Power grid:
Scale bar: 50 um. Pins as bars on the die edge.
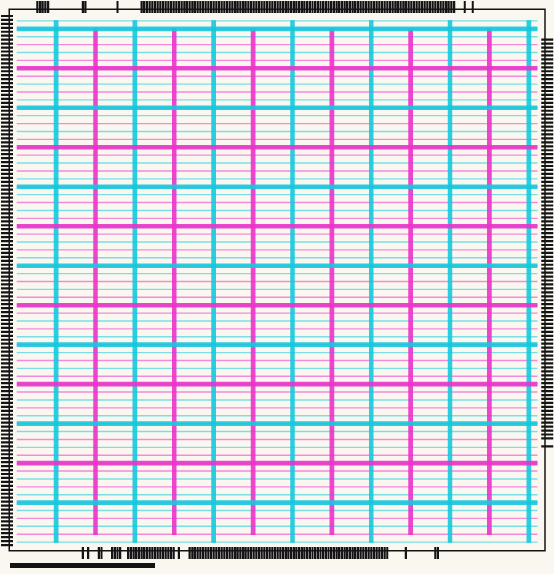
Met2 routing:
Scale bar: 50 um.
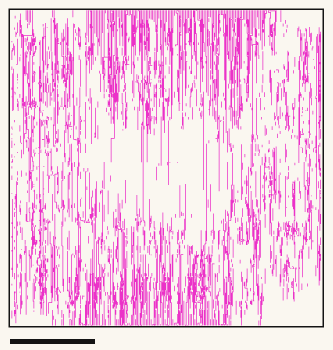
The clock network:
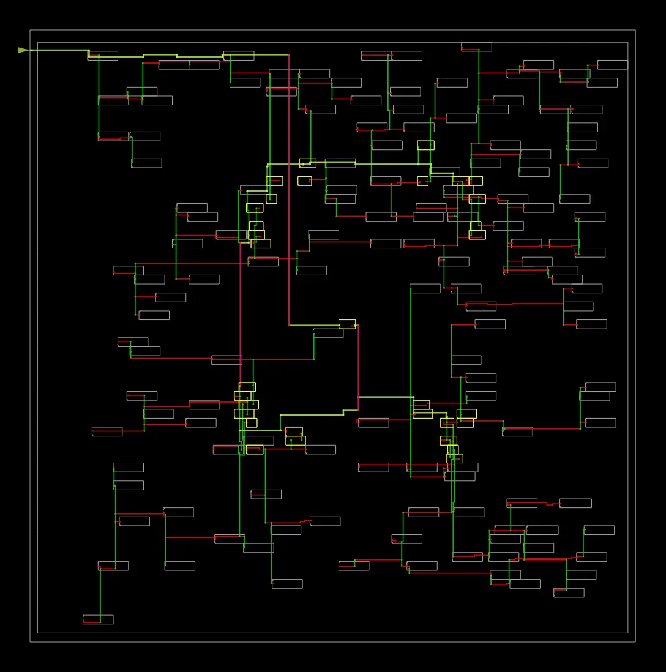
The metal 3 layer:
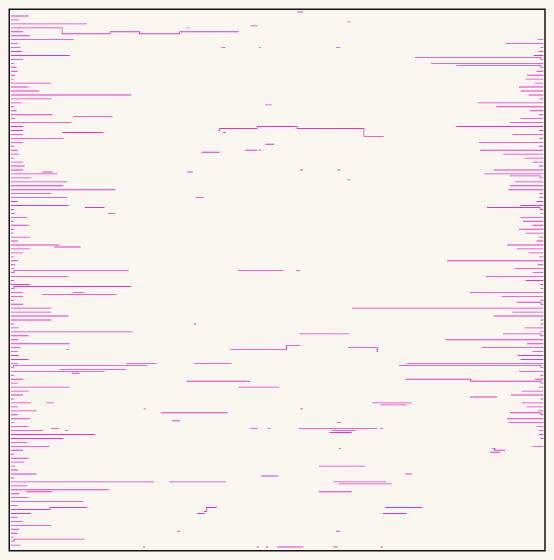
Routed metal, one colour a layer:
Scale bar: 50 um. Two of the layers only.
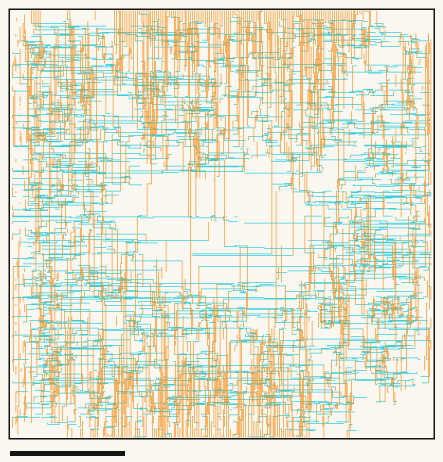
Design mul_arbiter, sky130hd; sources not shown.
==> deck_impl_summary.md <==
Implementation Results

Place
  – Placer congestion estimate: 0.863
  – IO buf count: 469
  – DP HPWL: 25700 um

Yosys
  – Most common reg cell: dfrtp_1
  – Post-synth top cells: 748 x nand2_1, 200 x nand3_1, 147 x inv_1
  – Flip-flops with a built-in enable: 0
  – Mapped Avg Cell Area: 6.37 um^2
  – Mux frac, synth: 0%
  – Cell count in the Yosys report: 1373
  – Post-synthesis async set-or-reset flop share: 100%
  – Comb area leader: simple AND/OR/NAND/NOR gates
  – Post-synthesis cell area: 0.00874 mm^2
  – Ao+oa area frac: 1.09%
  – Synthesized-area fraction occupied by adder cells: 0.716%
  – Top cell area share: 40.7%
  – Post-synth regs: 144
  – Largest cells by area: dfrtp_1 41%, nand2_1 32%, nand3_1 11%
  – Yosys top cell by instances: nand2_1
  – Post-synth top area cell: dfrtp_1
  – Yosys simple share: 44.9%
  – Xor+xnor area frac: 0%
  – Area reported by Yosys stat: 0.00874 mm^2
  – Syn. warnings: 0
  – Syn_nets: 1710
  – Unique cell type count in the Yosys netlist: 26
  – Cell count after synthesis: 1373
  – Synth Seq Share: 41.3%

Drt
  – Total iterations of the first detailed-routing run: 5
  – DRC Markers: 0
  – Final ANT Viol Nets: 0
  – Met1 wire length: 14500 um
  – Starting DRT DRC Count: 452
  – Routed wl met3: 2940 um
  – Max layer used: met4
  – Routed vias/inst: 4.41
  – Met2 wire length: 17900 um

Pwr
  – Max power group: combinational logic
  – Sequential share of power: 24.0%
  – Sw Ratio: 48.8%
  – Pwr dens: 429 mW/mm^2
  – Seq power: 1.44 mW
  – Leakage power: 7.36 nW
  – Sw power: 2.93 mW
  – Clk pwr share: 11.7%
  – Combinational Power Share: 64.2%
  – Comb pwr: 3.85 mW
  – Int Pwr: 3.07 mW

Timing
  – Final setup TNS: 0 ns
  – Fin Hold WS: 0.485 ns
  – Period utilization: 67.3%
  – Clock Skew: 0.0225 ns
  – Pins Over Slew Limit: 85
  – Final setup vio count: 0
  – RSZ-0062 raised after global routing: false
  – F_max: 0.212 GHz
  – Minimum clock period: 4.72 ns
  – Final hold vios: 0
  – Least-Margin Pin Slew: 3.89 ns
  – Max_slew headroom: -161%

Global routing
  – Met1 Resource Use GR: 24.3%
  – Global-route wire length before repair: 54600 um
  – Overflow after GRT: 0
  – GRT Max-Usage Layer: met2
  – Initial antenna violation count: 1
  – Largest net degree at the start of global routing: 85
  – Vias in the first global route: 9696

Finish
  – Layout fillers: 3345
  – Max reg flops: 64
  – Fin nets: 2122
  – Commonest Layout Cell: nand2_1
  – Layout area overhead: 59.9%
  – Most instantiated logic cells after routing: 746 x nand2_1, 452 x clkdlybuf4s50_1, 200 x nand3_1
  – Util after Layout: 43.4%
  – Share of cells above drive strength 1: 3.34%

Run status
  – Status: finished with violations
  – Failing checks: capacitance limit, slew limit

Clock network
  – Clk Latency, worst-skew pair: 0.46 ns
  – Root buf cell: clkbuf_8
  – Post-CTS setup buffer count: 0
  – H-tree depth: 4
  – CTS sink cnt: 144
  – Maximum clock path buffer count: 2
  – Clock-pin slew on the worst setup and hold paths: 0.10 ns
  – CTS resizes: 0
  – CTS tree: done
  – Post-CTS Hold Fix Bufs: 0

Critical path
  – Critical-path cell list: dlygate4sd3_1, clkinvlp_2, buf_4
  – CP Capture Type: asynchronous set/reset pin
  – Critical path type: primary input to asynchronous set/reset pin
  – Worst-path maximum fanout: 84
  – Reg2Reg Depth: 15
  – CP Launch Type: primary input
  – Reg2Reg Setup Slack: 3.48 ns
  – Slowest stage cell, crit path: clkinvlp_2
  – Crit-path max cell delay: 2.17 ns
  – Crit path DRT: 7.48 ns
  – Arrival time at the worst endpoint: 5.19 ns

Floorplan
  – Chip area: 0.0342 mm^2
  – Starting Density: 27.1%
  – I/O Pins: 471
  – Num rows: 66

Min path
  – Worst hold path depth: 2
  – Hold crit path type: flop to flop

Job
  – Max-cap viol count: 1
  – Tool warnings: 30
Notes on 'power grid' above:
VSS -> cyan
VDD -> magenta
rows = 66
met4 straps = 13
met1 rails = 67
met5 straps = 13
core footprint: 0.0322 mm^2
die height: 186 um
Max IR drop VDD: 0.256 mV
Die Span X: 184 um

Notes on 'met2 routing' above:
longest straight run = 72.4 um
nets with wire on the layer = 1532
wire length on this layer = 17900 um
main direction = vertical
share of all routed wire = 49%
WL final: 36100 um
GR Layer Usage met2: 36.4%
Via Count: 9737

Notes on 'the clock network' above:
total CTS buffers: 17
Flops: 144
Clk power: 0.705 mW
CLK BUF: 17

Notes on 'the metal 3 layer' above:
nets with wire on the layer = 279
wire length on this layer = 2940 um
longest straight run = 65.6 um
share of all routed wire = 8.2%
met3 Resource Use GR: 6.10%

Notes on 'routed metal, one colour a layer' above:
met1 -> cyan  # wire length 14500 um
met2 -> orange  # wire length 17900 um
Overall Global Routing Usage: 20.8%
post-DR wirelength/cell: 16.4 um

## per-stage QoR
step / instance area (um^2) / cells / power, mW / worst slack [ns]
floorplan: 8740 / 1373 / 3.85 / 1.75
global placement: 13600 / 2174 / 5.38 / 2.37
detailed placement: 13600 / 2174 / 5.38 / 2.34
CTS: 14000 / 2206 / 6.12 / 2.83
global route: 14000 / 2207 / 6.64 / 1.63
finish: 14000 / 2207 / 6.00 / 2.30
## final cells by class
type	instances	area [um^2]	area share (%)
clock inverter	15	186	1.33
timing repair buffer	478	4760	34.1
tap	408	510	3.65
antenna	1	2.50	0.0179
sequential	144	3610	25.8
inverter	153	578	4.14
clock buffer	17	234	1.67
multi-input combinational	991	4100	29.3
## critical path, delay by kind of cell
kind	cells	cell delay, ns
buf+inv	3	3.67
Power is estimated from default activity; no workload was simulated.
